<file path="src/rtl/axi2core_pkg.sv">
// axi2core_pkg: shared FSM state, AXI response/burst encodings and beat size for the axi2core bridge
package axi2core_pkg;

   typedef enum logic [2:0] {
      IDLE,
      RD_REQ,
      RD_WAIT,
      RD_RESP,
      WR_DATA,
      WR_REQ,
      WR_WAIT,
      WR_RESP
   } state_t;

   localparam logic [1:0] RESP_OKAY   = 2'b00;
   localparam logic [1:0] RESP_EXOKAY = 2'b01;
   localparam logic [1:0] RESP_SLVERR = 2'b10;
   localparam logic [1:0] RESP_DECERR = 2'b11;

   localparam logic [1:0] BURST_FIXED = 2'b00;
   localparam logic [1:0] BURST_INCR  = 2'b01;
   localparam logic [1:0] BURST_WRAP  = 2'b10;

   localparam int BEAT_BYTES = 4;

   function automatic logic [1:0] resp_of(input logic err);
      return err ? RESP_SLVERR : RESP_OKAY;
   endfunction

endpackage

</file>
<file path="src/rtl/axi2core_if.sv">
// axi2core_if: AXI4 slave channels and core LSU port seen by the axi2core bridge
interface axi2core_if #(
   parameter int AXI4_ADDRESS_WIDTH = 32,
   parameter int AXI4_DATA_WIDTH    = 32,
   parameter int AXI4_ID_WIDTH      = 16
);
   logic [AXI4_ID_WIDTH-1:0]      aw_id;
   logic [AXI4_ADDRESS_WIDTH-1:0] aw_addr;
   logic [7:0]                    aw_len;
   logic [1:0]                    aw_burst;
   logic                          aw_valid;
   logic                          aw_ready;

   logic [AXI4_DATA_WIDTH-1:0]    w_data;
   logic [AXI4_DATA_WIDTH/8-1:0]  w_strb;
   logic                          w_last;
   logic                          w_valid;
   logic                          w_ready;

   logic [AXI4_ID_WIDTH-1:0]      b_id;
   logic [1:0]                    b_resp;
   logic                          b_valid;
   logic                          b_ready;

   logic [AXI4_ID_WIDTH-1:0]      ar_id;
   logic [AXI4_ADDRESS_WIDTH-1:0] ar_addr;
   logic [7:0]                    ar_len;
   logic [1:0]                    ar_burst;
   logic                          ar_valid;
   logic                          ar_ready;

   logic [AXI4_ID_WIDTH-1:0]      r_id;
   logic [AXI4_DATA_WIDTH-1:0]    r_data;
   logic [1:0]                    r_resp;
   logic                          r_last;
   logic                          r_valid;
   logic                          r_ready;

   logic                          data_req;
   logic                          data_gnt;
   logic                          data_rvalid;
   logic [AXI4_ADDRESS_WIDTH-1:0] data_addr;
   logic                          data_we;
   logic [3:0]                    data_be;
   logic [31:0]                   data_wdata;
   logic [31:0]                   data_rdata;

   modport slave (
      input  aw_id, aw_addr, aw_len, aw_burst, aw_valid,
      output aw_ready,
      input  w_data, w_strb, w_last, w_valid,
      output w_ready,
      output b_id, b_resp, b_valid,
      input  b_ready,
      input  ar_id, ar_addr, ar_len, ar_burst, ar_valid,
      output ar_ready,
      output r_id, r_data, r_resp, r_last, r_valid,
      input  r_ready,
      output data_req, data_addr, data_we, data_be, data_wdata,
      input  data_gnt, data_rvalid, data_rdata
   );

   modport master (
      output aw_id, aw_addr, aw_len, aw_burst, aw_valid,
      input  aw_ready,
      output w_data, w_strb, w_last, w_valid,
      input  w_ready,
      input  b_id, b_resp, b_valid,
      output b_ready,
      output ar_id, ar_addr, ar_len, ar_burst, ar_valid,
      input  ar_ready,
      input  r_id, r_data, r_resp, r_last, r_valid,
      output r_ready,
      input  data_req, data_addr, data_we, data_be, data_wdata,
      output data_gnt, data_rvalid, data_rdata
   );

endinterface

</file>
<file path="src/rtl/axi2core_beat_gen.sv">
// axi2core_beat_gen: holds the accepted burst, counts beats and steps the core address
module axi2core_beat_gen
   import axi2core_pkg::*;
#(
   parameter int AW = 32
) (
   input  logic          clk_i,
   input  logic          rst_ni,
   input  logic          load_i,
   input  logic          adv_i,
   input  logic [AW-1:0] addr_i,
   input  logic [7:0]    len_i,
   input  logic [1:0]    burst_i,
   output logic [AW-1:0] addr_o,
   output logic          last_o
);

   logic [7:0] len_q;
   logic [7:0] beat_q;
   logic [1:0] burst_q;

   // capture a new burst on accept, otherwise step beat/address after each completed beat
   always_ff @(posedge clk_i or negedge rst_ni) begin
      if (!rst_ni) begin
         addr_o  <= '0;
         len_q   <= '0;
         beat_q  <= '0;
         burst_q <= BURST_FIXED;
      end else if (load_i) begin
         addr_o  <= addr_i;
         len_q   <= len_i;
         beat_q  <= '0;
         burst_q <= burst_i;
      end else if (adv_i) begin
         beat_q <= beat_q + 8'd1;
         addr_o <= burst_q == BURST_FIXED ? addr_o : addr_o + AW'(BEAT_BYTES);
      end
   end

   assign last_o = beat_q == len_q;

endmodule

</file>
<file path="src/rtl/axi2core.sv">
// axi2core: AXI4 slave to core req/gnt/rvalid bridge, one transaction at a time, bursts split into 32-bit beats.
// Define AXI2CORE_BURST_EN to serve bursts; otherwise len!=0 bursts are answered with SLVERR without core access.
module axi2core
   import axi2core_pkg::*;
#(
   parameter int AXI4_ADDRESS_WIDTH = 32,
   parameter int AXI4_DATA_WIDTH    = 32,
   parameter int AXI4_ID_WIDTH      = 16
) (
   input  logic       clk_i,
   input  logic       rst_ni,
   axi2core_if.slave  bus
);

   if (AXI4_DATA_WIDTH != 32) begin : g_dw_check
      $error("axi2core: only AXI4_DATA_WIDTH=32 is supported");
   end

   state_t                        state_q, state_d;
   logic                          rr_q;
   logic                          err_q;
   logic                          err_in;
   logic [AXI4_ID_WIDTH-1:0]      id_q;
   logic [31:0]                   wdata_q;
   logic [31:0]                   rdata_q;
   logic [3:0]                    strb_q;
   logic                          pick_rd;
   logic                          pick_wr;
   logic                          load;
   logic                          adv;
   logic                          last;
   logic [AXI4_ADDRESS_WIDTH-1:0] addr_sel;
   logic [7:0]                    len_sel;
   logic [1:0]                    burst_sel;
   logic                          unused_w_last;

   // w_last is informational only; the beat counter decides burst end
   assign unused_w_last = bus.w_last;

   // rr_q=0 favours reads when AR and AW arrive together
   assign pick_rd   = state_q == IDLE && bus.ar_valid && (!bus.aw_valid || !rr_q);
   assign pick_wr   = state_q == IDLE && bus.aw_valid && !pick_rd;
   assign load      = pick_rd || pick_wr;
   assign addr_sel  = pick_rd ? bus.ar_addr : bus.aw_addr;
   assign len_sel   = pick_rd ? bus.ar_len : bus.aw_len;
   assign burst_sel = pick_rd ? bus.ar_burst : bus.aw_burst;

`ifdef AXI2CORE_BURST_EN
   assign err_in = 1'b0;
`else
   assign err_in = len_sel != 8'd0;
`endif

   axi2core_beat_gen #(
      .AW(AXI4_ADDRESS_WIDTH)
   ) u_beat_gen (
      .clk_i   (clk_i),
      .rst_ni  (rst_ni),
      .load_i  (load),
      .adv_i   (adv),
      .addr_i  (addr_sel),
      .len_i   (len_sel),
      .burst_i (burst_sel),
      .addr_o  (bus.data_addr),
      .last_o  (last)
   );

   // next-state and beat advance; error bursts bypass the core request states
   always_comb begin
      state_d = state_q;
      adv     = 1'b0;
      case (state_q)
         IDLE:    state_d = pick_rd ? (err_in ? RD_RESP : RD_REQ) : pick_wr ? WR_DATA : IDLE;
         RD_REQ:  state_d = bus.data_gnt ? RD_WAIT : RD_REQ;
         RD_WAIT: state_d = bus.data_rvalid ? RD_RESP : RD_WAIT;
         RD_RESP: begin
            adv     = bus.r_ready && !last;
            state_d = !bus.r_ready ? RD_RESP : last ? IDLE : err_q ? RD_RESP : RD_REQ;
         end
         WR_DATA: begin
            adv     = bus.w_valid && err_q && !last;
            state_d = !bus.w_valid ? WR_DATA : !err_q ? WR_REQ : last ? WR_RESP : WR_DATA;
         end
         WR_REQ:  state_d = bus.data_gnt ? WR_WAIT : WR_REQ;
         WR_WAIT: begin
            adv     = bus.data_rvalid && !last;
            state_d = !bus.data_rvalid ? WR_WAIT : last ? WR_RESP : WR_DATA;
         end
         WR_RESP: state_d = bus.b_ready ? IDLE : WR_RESP;
         default: state_d = IDLE;
      endcase
   end

   // state, arbitration bit and transaction/beat payload registers
   always_ff @(posedge clk_i or negedge rst_ni) begin
      if (!rst_ni) begin
         state_q <= IDLE;
         rr_q    <= 1'b0;
         err_q   <= 1'b0;
         id_q    <= '0;
         wdata_q <= '0;
         strb_q  <= '0;
         rdata_q <= '0;
      end else begin
         state_q <= state_d;
         if (load) begin
            rr_q    <= ~rr_q;
            err_q   <= err_in;
            id_q    <= pick_rd ? bus.ar_id : bus.aw_id;
            rdata_q <= '0;
         end
         if (state_q == WR_DATA && bus.w_valid) begin
            wdata_q <= bus.w_data;
            strb_q  <= bus.w_strb;
         end
         if (state_q == RD_WAIT && bus.data_rvalid) rdata_q <= bus.data_rdata;
      end
   end

   assign bus.ar_ready   = pick_rd;
   assign bus.aw_ready   = pick_wr;
   assign bus.w_ready    = state_q == WR_DATA;
   assign bus.data_req   = state_q == RD_REQ || state_q == WR_REQ;
   assign bus.data_we    = state_q == WR_REQ;
   assign bus.data_be    = state_q == WR_REQ ? strb_q : state_q == RD_REQ ? 4'hF : 4'h0;
   assign bus.data_wdata = wdata_q;
   assign bus.r_valid    = state_q == RD_RESP;
   assign bus.r_data     = rdata_q;
   assign bus.r_resp     = resp_of(err_q);
   assign bus.r_last     = state_q == RD_RESP && last;
   assign bus.r_id       = id_q;
   assign bus.b_valid    = state_q == WR_RESP;
   assign bus.b_resp     = resp_of(err_q);
   assign bus.b_id       = id_q;

endmodule
</file>
<file path="src/flat_wrapper.sv">
// flat-port wrapper written by rule: the top's interface ports become plain ports
module axi2core_flat import axi2core_pkg::*;
#(
   parameter int AXI4_ADDRESS_WIDTH = 32,
   parameter int AXI4_DATA_WIDTH    = 32,
   parameter int AXI4_ID_WIDTH      = 16
)
  (clk_i, rst_ni, bus_aw_id, bus_aw_addr, bus_aw_len, bus_aw_burst, bus_aw_valid, bus_aw_ready, bus_w_data, bus_w_strb, bus_w_last, bus_w_valid, bus_w_ready, bus_b_id, bus_b_resp, bus_b_valid, bus_b_ready, bus_ar_id, bus_ar_addr, bus_ar_len, bus_ar_burst, bus_ar_valid, bus_ar_ready, bus_r_id, bus_r_data, bus_r_resp, bus_r_last, bus_r_valid, bus_r_ready, bus_data_req, bus_data_addr, bus_data_we, bus_data_be, bus_data_wdata, bus_data_gnt, bus_data_rvalid, bus_data_rdata);
  axi2core_if #(.AXI4_ADDRESS_WIDTH(AXI4_ADDRESS_WIDTH), .AXI4_DATA_WIDTH(AXI4_DATA_WIDTH), .AXI4_ID_WIDTH(AXI4_ID_WIDTH)) bus_i ();
  input  logic clk_i;
  input  logic rst_ni;
  input wire logic [$bits(bus_i.aw_id)-1:0] bus_aw_id;
  input wire logic [$bits(bus_i.aw_addr)-1:0] bus_aw_addr;
  input wire logic [$bits(bus_i.aw_len)-1:0] bus_aw_len;
  input wire logic [$bits(bus_i.aw_burst)-1:0] bus_aw_burst;
  input wire logic [$bits(bus_i.aw_valid)-1:0] bus_aw_valid;
  output wire logic [$bits(bus_i.aw_ready)-1:0] bus_aw_ready;
  input wire logic [$bits(bus_i.w_data)-1:0] bus_w_data;
  input wire logic [$bits(bus_i.w_strb)-1:0] bus_w_strb;
  input wire logic [$bits(bus_i.w_last)-1:0] bus_w_last;
  input wire logic [$bits(bus_i.w_valid)-1:0] bus_w_valid;
  output wire logic [$bits(bus_i.w_ready)-1:0] bus_w_ready;
  output wire logic [$bits(bus_i.b_id)-1:0] bus_b_id;
  output wire logic [$bits(bus_i.b_resp)-1:0] bus_b_resp;
  output wire logic [$bits(bus_i.b_valid)-1:0] bus_b_valid;
  input wire logic [$bits(bus_i.b_ready)-1:0] bus_b_ready;
  input wire logic [$bits(bus_i.ar_id)-1:0] bus_ar_id;
  input wire logic [$bits(bus_i.ar_addr)-1:0] bus_ar_addr;
  input wire logic [$bits(bus_i.ar_len)-1:0] bus_ar_len;
  input wire logic [$bits(bus_i.ar_burst)-1:0] bus_ar_burst;
  input wire logic [$bits(bus_i.ar_valid)-1:0] bus_ar_valid;
  output wire logic [$bits(bus_i.ar_ready)-1:0] bus_ar_ready;
  output wire logic [$bits(bus_i.r_id)-1:0] bus_r_id;
  output wire logic [$bits(bus_i.r_data)-1:0] bus_r_data;
  output wire logic [$bits(bus_i.r_resp)-1:0] bus_r_resp;
  output wire logic [$bits(bus_i.r_last)-1:0] bus_r_last;
  output wire logic [$bits(bus_i.r_valid)-1:0] bus_r_valid;
  input wire logic [$bits(bus_i.r_ready)-1:0] bus_r_ready;
  output wire logic [$bits(bus_i.data_req)-1:0] bus_data_req;
  output wire logic [$bits(bus_i.data_addr)-1:0] bus_data_addr;
  output wire logic [$bits(bus_i.data_we)-1:0] bus_data_we;
  output wire logic [$bits(bus_i.data_be)-1:0] bus_data_be;
  output wire logic [$bits(bus_i.data_wdata)-1:0] bus_data_wdata;
  input wire logic [$bits(bus_i.data_gnt)-1:0] bus_data_gnt;
  input wire logic [$bits(bus_i.data_rvalid)-1:0] bus_data_rvalid;
  input wire logic [$bits(bus_i.data_rdata)-1:0] bus_data_rdata;
  assign bus_i.aw_id = bus_aw_id;
  assign bus_i.aw_addr = bus_aw_addr;
  assign bus_i.aw_len = bus_aw_len;
  assign bus_i.aw_burst = bus_aw_burst;
  assign bus_i.aw_valid = bus_aw_valid;
  assign bus_aw_ready = bus_i.aw_ready;
  assign bus_i.w_data = bus_w_data;
  assign bus_i.w_strb = bus_w_strb;
  assign bus_i.w_last = bus_w_last;
  assign bus_i.w_valid = bus_w_valid;
  assign bus_w_ready = bus_i.w_ready;
  assign bus_b_id = bus_i.b_id;
  assign bus_b_resp = bus_i.b_resp;
  assign bus_b_valid = bus_i.b_valid;
  assign bus_i.b_ready = bus_b_ready;
  assign bus_i.ar_id = bus_ar_id;
  assign bus_i.ar_addr = bus_ar_addr;
  assign bus_i.ar_len = bus_ar_len;
  assign bus_i.ar_burst = bus_ar_burst;
  assign bus_i.ar_valid = bus_ar_valid;
  assign bus_ar_ready = bus_i.ar_ready;
  assign bus_r_id = bus_i.r_id;
  assign bus_r_data = bus_i.r_data;
  assign bus_r_resp = bus_i.r_resp;
  assign bus_r_last = bus_i.r_last;
  assign bus_r_valid = bus_i.r_valid;
  assign bus_i.r_ready = bus_r_ready;
  assign bus_data_req = bus_i.data_req;
  assign bus_data_addr = bus_i.data_addr;
  assign bus_data_we = bus_i.data_we;
  assign bus_data_be = bus_i.data_be;
  assign bus_data_wdata = bus_i.data_wdata;
  assign bus_i.data_gnt = bus_data_gnt;
  assign bus_i.data_rvalid = bus_data_rvalid;
  assign bus_i.data_rdata = bus_data_rdata;
  axi2core #(.AXI4_ADDRESS_WIDTH(AXI4_ADDRESS_WIDTH), .AXI4_DATA_WIDTH(AXI4_DATA_WIDTH), .AXI4_ID_WIDTH(AXI4_ID_WIDTH)) u_core (.clk_i(clk_i), .rst_ni(rst_ni), .bus(bus_i));
endmodule
</file>
<file path="config.mk">
export PLATFORM = sky130hd
export DESIGN_NAME = axi2core_flat
export DESIGN_NICKNAME = d
export VERILOG_FILES = /design/src/rtl/axi2core_pkg.sv /design/src/rtl/axi2core_if.sv /design/src/rtl/axi2core_beat_gen.sv /design/src/rtl/axi2core.sv /design/src/flat_wrapper.sv
export SDC_FILE = /design/constraint.sdc
export NUM_CORES = 1
export LEC_CHECK = 0
export ABC_CLOCK_PERIOD_IN_PS = 3500
export CAP_MARGIN = 25
export CELL_PAD_IN_SITES_DETAIL_PLACEMENT = 2
export CELL_PAD_IN_SITES_GLOBAL_PLACEMENT = 2
export CORE_MARGIN = 2
export CORE_UTILIZATION = 25
export DETAILED_ROUTE_END_ITERATION = 10
export PLACE_DENSITY_LB_ADDON = 0.1
export SLEW_MARGIN = 30
export SYNTH_ARGS = -nofsm -noshare
export SYNTH_HDL_FRONTEND = slang
export SYNTH_SLANG_ARGS = --single-unit
</file>
<file path="constraint.sdc">
create_clock -name clk_i -period 3.5 [get_ports clk_i]
set_input_delay 0.7 -clock clk_i [delete_from_list [all_inputs] [get_ports clk_i]]
set_output_delay 0.7 -clock clk_i [all_outputs]
set_load 0.02 [all_outputs]
</file>
Figure 1. Clock network drawn from the DEF (run 1).
(3 px per um)
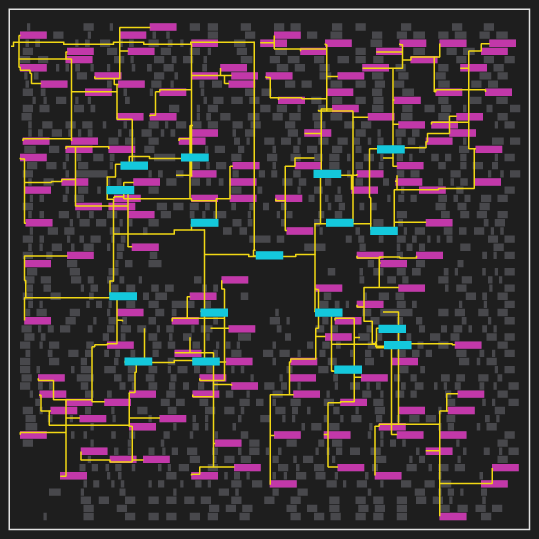
[cyan] clock-net drivers | count: 17
[magenta] flip-flops | count: 139
[yellow] clock wires | length: 2450 um
routed clock nets: 18
clock latency on the worst-skew pair: 0.43 ns
power attributed to the clock group: 1.89 mW
clock group share of total power: 19.2%
clk_skew: 0.0150 ns

Figure 2. Placed cells, one color a class (run 1).
(2 px per um) Fill, decap, tap and diode cells in gray.
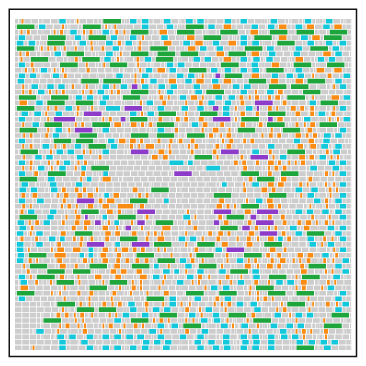
[cyan] remaining buffers and delay cells | cells: 354
[green] registers | cells: 139
[orange] remaining logic cells | cells: 579
[purple] clock drivers and dummy loads | cells: 32
post-route cell area: 11400 sq um
final core occ: 40.7%
sequential fraction of total cell area: 30.6%
Core Area: 27900 sq um
Rows: 61

==> changes_impl.md, run 1 <==
### Changed

* Chip area in the Yosys report at 7130 sq um
* Sort of element at the end of the critical path: output port
* Buffers inserted during post-CTS setup optimization at 0
* CP Launch Point: bus_ar_valid
* Flip-flop and latch count at 139
* Combined flip-flop and latch cell area at 3480 sq um
* Setup slack, reg-to-reg at 0.98 ns
* Num ports at 338
* Cell type with the highest occurrence count on the critical path: sky130_fd_sc_hd__clkdlybuf4s50_1
* Number of nets in the layout at 1287
* Comb gate area at 3230 sq um
* Post-layout min period at 3.17 ns
* Relative area of clock buffers and inverters in the final design at 5.21%
* Routed via count divided by cell count at 4.87
* Number of antenna violations at the first check in global routing at 4
* DRC at 0
* Outcome: finished, final reports clean
* Post-DP HPWL at 21600 um
* Post-detailed-route wirelength per cell at 20.1 um
* Well-tap cell count at 378
* Final wirelength at 29800 um
* Share of async-settable or async-resettable flops after synthesis at 100%
* Pwr Density at 865 nW/um^2
* Category of the most critical setup path: in2out
* Worst ir drop on vdd at 0.354 mV
* GRT overflow at 0
* Critical Path Sink: bus_ar_ready
* Fill cell count at 3097
* Sequential-to-total area share from yosys stat at 48.8%
* Number of gates resized after cts at 0
* Multi-Input Combinational at 565
Figure 3. Layout detail (run 1).
Region (74, 74) to (99, 99) um. Cells in gray, sequential cells in the stronger gray; small squares are vias.
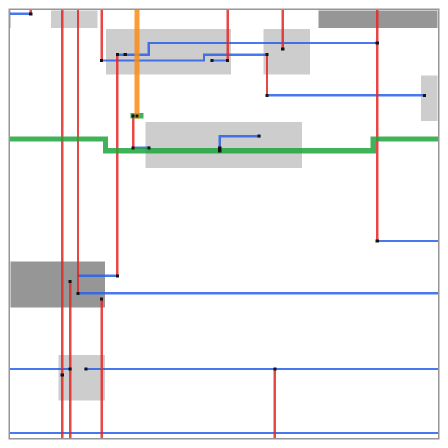
[red] M2
[green] M3
[blue] M1
[orange] M4
cells with their middle in the window: 5
netlist names of flops here include: `u_core.u_beat_gen.beat_q` (1)
most frequent: buf_4 (2)
sequential cells in the window: 1

-- run 1: power by group --
| group | leakage [nW] | switching (mW) | internal [mW] |
|---|---|---|---|
| Combinational | 2.75 | 2.71 | 2.33 |
| Sequential | 1.68 | 0.599 | 2.31 |
| Clock | 0.282 | 0.815 | 1.07 |
| Total | 4.71 | 4.12 | 5.70 |
-- run 1: cell usage after synthesis (14+ instances only) --
cell type                  instances  area, sq um
sky130_fd_sc_hd__a31oi_1          39          244
sky130_fd_sc_hd__and3_1           19          119
sky130_fd_sc_hd__buf_4            23          173
sky130_fd_sc_hd__clkbuf_1         34          128
sky130_fd_sc_hd__dfrtp_1         139         3480
sky130_fd_sc_hd__inv_1            14         52.6
sky130_fd_sc_hd__mux2_2           32          360
sky130_fd_sc_hd__nand2_1         202          758
sky130_fd_sc_hd__nand3_1          67          335
sky130_fd_sc_hd__nor2_1           34          128
sky130_fd_sc_hd__nor4_1           17          106
sky130_fd_sc_hd__o21ai_0          14         70.1
sky130_fd_sc_hd__o31a_1           28          245
-- run 1: through the flow --
step	utilization, %	worst slack (ns)	cells	hold slack (ns)	cell area, sq um
final	40.7	0.328	1484	0.306	11400
after global routing	40.7	0.224	1484	0.347	11400
after CTS	40.7	0.301	1482	0.345	11400
after detailed placement	38.6	0.298	1450	0.487	10800
after global placement	38.6	0.325	1450	0.479	10800
after floorplan	-	0.988	789	0.404	7140
-- run 1: worst register-to-register path, delay by kind of cell (launching register included) --
family          cells  cell delay [ns]
fa+ha+maj           1             0.20
simple gates        4             1.63
flops               1             0.44
compound gates      1             0.18
-- run 1: layer usage --
layer  global-route usage, %  vias up  share of wire [%]
met3                    6.11       31                5.8
met5                       0        -              0.091
met4                    4.84        4                1.4
met2                    35.0      178                 51
li1                        -     3367                  -
met1                    24.5     3645                 42
Figure 4. Clock wiring as the flow saved it (run 1).
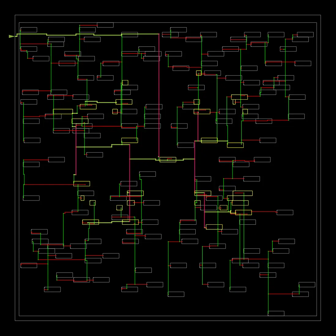

==> run 2: changes to the inputs <==
- CORE_MARGIN: 2 -> unset
- CTS_BUF_LIST: unset -> sky130_fd_sc_hd__clkbuf_2
Figure 5. Clock wiring as the flow saved it (run 2).
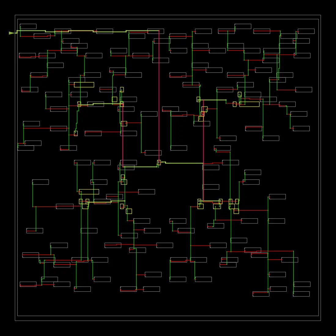
Clock buffer cells: 17
power attributed to the clock group: 1.13 mW

==> changes_impl.md, run 2 <==
### Changed

* Outcome: finished, final reports clean
* Sort of element at the end of the critical path: output port
* Post-DP HPWL at 21200 um (-2.2%)
* Layer carrying the most global-route usage: met2
* Buffers inserted during post-CTS setup optimization at 0 (unchanged)
* Number of antenna violations at the first check in global routing at 2 (-2)
* Most instantiated cells after synthesis: 202 x sky130_fd_sc_hd__nand2_1, 139 x sky130_fd_sc_hd__dfrtp_1, 67 x sky130_fd_sc_hd__nand3_1
* Worst Slack Setup Final at 0.203 ns (-0.125 ns)
* Top cells, area: sky130_fd_sc_hd__dfrtp_1 49%, sky130_fd_sc_hd__nand2_1 11%, sky130_fd_sc_hd__mux2_2 5.1%, sky130_fd_sc_hd__nand3_1 4.7%, sky130_fd_sc_hd__o31a_1 3.4%
* Clk_skew at 0.0462 ns (+0.0312 ns)
* Clock group share of total power at 12.4% (-6.8 points)
* Rows at 61 (unchanged)
* Placement Cell Area at 10800 sq um (unchanged)
* Portion of total power attributed to combinational logic at 55.2% (+4.0 points)
* Well-tap cell count at 378 (unchanged)
* Final wirelength at 28700 um (-3.6%)
* Area share of the largest cell type after synthesis at 48.8% (unchanged)
* Num ports at 338 (unchanged)
* Pwr Density at 817 nW/um^2 (-5.5%)
* Hold Slack at 0.470 ns (+0.164 ns)
-- run 2: cell types whose count changed in the layout (fill, tap and decap cells not counted), moves of 2 or more --
cell | before | now
sky130_fd_sc_hd__clkbuf_16 | 17 | 0
sky130_fd_sc_hd__dfrtp_2 | 0 | 2
sky130_fd_sc_hd__dfrtp_1 | 139 | 137
sky130_fd_sc_hd__clkbuf_2 | 0 | 17
-- run 2: critical path: stages (launching register included) --
cell and delay, ns:
sky130_fd_sc_hd__dfrtp_1 0.43, sky130_fd_sc_hd__buf_4 0.20, sky130_fd_sc_hd__nor3_4 0.28, sky130_fd_sc_hd__and3_1 0.32, sky130_fd_sc_hd__clkdlybuf4s50_1 0.65
-- run 2: metrics by stage --
step                util [%]  total power, mW
floorplan                  -             5.68
global placement        38.6             7.90
detailed placement      38.6             8.03
CTS                     39.6             9.23
global route            39.6             9.68
finish                  39.6             9.05
-- run 2: final timing paths --
kind	start	end	slack [ns]	cells past startpoint
max	u_core.state_q[2]	bus_aw_ready	0.20	4
min	bus_data_rdata[13]	u_core.bus.r_data[13]	0.47	3
max reg2reg	u_core.u_beat_gen.addr_o[2]	u_core.u_beat_gen.addr_o[24]	1.03	6
min reg2reg	u_core.bus.r_data[27]	u_core.bus.r_data[27]	0.53	2
max in group asynchronous	rst_ni	u_core.u_beat_gen.addr_o[23]	2.11	3
min in group asynchronous	rst_ni	u_core.u_beat_gen.len_q[3]	0.55	2
-- run 2: power groups by stage --
stage | Sequential, mW | Combinational, mW | Clock (mW)
6_report | 2.93 | 4.99 | 1.13
2_1_floorplan | 3.48 | 2.20 | 0
3_5_place_dp | 2.98 | 5.05 | 0
4_1_cts | 2.94 | 5.08 | 1.21
3_3_place_gp | 2.93 | 4.97 | 0
5_1_grt | 3.04 | 5.39 | 1.25
==> run 3: changes to the inputs <==
- CTS_CLUSTER_SIZE: unset -> 20
Figure 6. Clock wiring as the flow saved it (run 3).
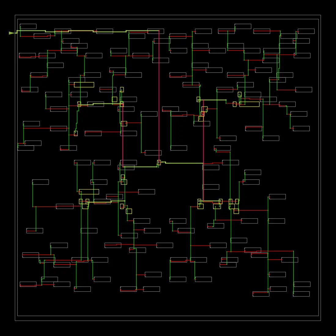
clk_skew: 0.0462 ns
clock latency on the worst-skew pair: 0.71 ns
CTS sink count: 139
flip-flop and latch count: 139

==> changes_impl.md, run 3 <==
### Changed

* DRC at 0
* Pwr Density at 817 nW/um^2 (unchanged)
* Most instantiated cells after synthesis: 202 x sky130_fd_sc_hd__nand2_1, 139 x sky130_fd_sc_hd__dfrtp_1, 67 x sky130_fd_sc_hd__nand3_1
* Worst reg2reg path depth at 6 (unchanged)
* Portion of total power attributed to combinational logic at 55.2% (about the same)
* Maximum level of the CTS H-tree at 4
* Final core occ at 39.6% (unchanged)
* Hold Slack at 0.470 ns (unchanged)
* Non-Filler Instances at 1484
* Routed via count divided by cell count at 4.80
* Hold violation total from the final report at 0
* Setup slack, reg-to-reg at 1.03 ns (about the same)
* Vias post-DR at 7126
* Reported max-cap violation count at 0
* Relative slew margins at 47.2%
* Number of global-route vias before repair at 7768
* CP Launch Point: u_core.state_q[2]
* Critical hold path startpoint: bus_data_rdata[13]
* Number of antenna violations at the first check in global routing at 2 (unchanged)
* Placement Cell Area at 10800 sq um (unchanged)
* Outcome: finished, final reports clean
* Clock group share of total power at 12.4% (about the same)
* Post-DP HPWL at 21200 um (unchanged)
* Buffers inserted during post-CTS setup optimization at 0 (unchanged)
* Top cells, area: sky130_fd_sc_hd__dfrtp_1 49%, sky130_fd_sc_hd__nand2_1 11%, sky130_fd_sc_hd__mux2_2 5.1%, sky130_fd_sc_hd__nand3_1 4.7%, sky130_fd_sc_hd__o31a_1 3.4%
* Share of async-settable or async-resettable flops after synthesis at 100%
* DIE WIDTH at 171 um
* Area share of the largest cell type after synthesis at 48.8% (unchanged)
* Hold depth at 3 (unchanged)
* Final wirelength at 28700 um (unchanged)
* DRT antenna net count at 0
* Layer carrying the most global-route usage: met2
* Rows at 61 (unchanged)
* Sort of element at the end of the critical path: output port
* Endpoint of the worst-slack reg-to-reg timing path: u_core.u_beat_gen.addr_o[24]
* Total Power at 9.05 mW (unchanged)
* Num ports at 338 (unchanged)
* Worst hold endpoint: u_core.bus.r_data[13]
[run 3: cell counts in the layout (fill, tap and decap cells not counted)]
No cell type changed its count.
[run 3: worst max path at each step]
| stage | endpoint | cells past startpoint |
|---|---|---|
| after detailed placement | bus_ar_ready | 5 |
| after global placement | bus_aw_ready | 4 |
| after floorplan | bus_ar_ready | 5 |
| final | bus_aw_ready | 4 |
| after global routing | bus_aw_ready | 4 |
| after CTS | bus_aw_ready | 4 |
[run 3: layout make-up]
type | instances | area, sq um | area share, %
multi-input combinational | 565 | 3240 | 29.3
antenna | 2 | 5.00 | 0.0452
clock buffer | 17 | 85.1 | 0.769
tap | 378 | 473 | 4.27
sequential | 139 | 3480 | 31.4
clock inverter | 14 | 185 | 1.67
timing repair buffer | 355 | 3540 | 32.0
inverter | 14 | 52.6 | 0.475
[run 3: cell families after synthesis]
logic type | Yosys count | share of synthesized area, %
buffers and inverters | 85 | 6.28
AOI/OAI and AO/OA | 122 | 12.2
adders and majority gates | 2 | 0.351
xor gates and xnor gates | 9 | 1.10
muxes | 39 | 6.03
DFF | 139 | 48.8
other | 1 | 0.0526
and+or+nand+nor | 391 | 25.2
[run 3: critical path, cell delays in order, from the launching register on]
cell and delay (ns):
sky130_fd_sc_hd__dfrtp_1 0.43, sky130_fd_sc_hd__buf_4 0.20, sky130_fd_sc_hd__nor3_4 0.28, sky130_fd_sc_hd__and3_1 0.32, sky130_fd_sc_hd__clkdlybuf4s50_1 0.65
[run 3: power groups by stage]
stage	clock [mW]	sequential [mW]	combinational, mW
floorplan	0	3.48	2.20
global placement	0	2.93	4.97
detailed placement	0	2.98	5.05
CTS	1.21	2.94	5.08
global route	1.25	3.04	5.39
finish	1.13	2.93	4.99
Power and IR drop assume default switching activity.
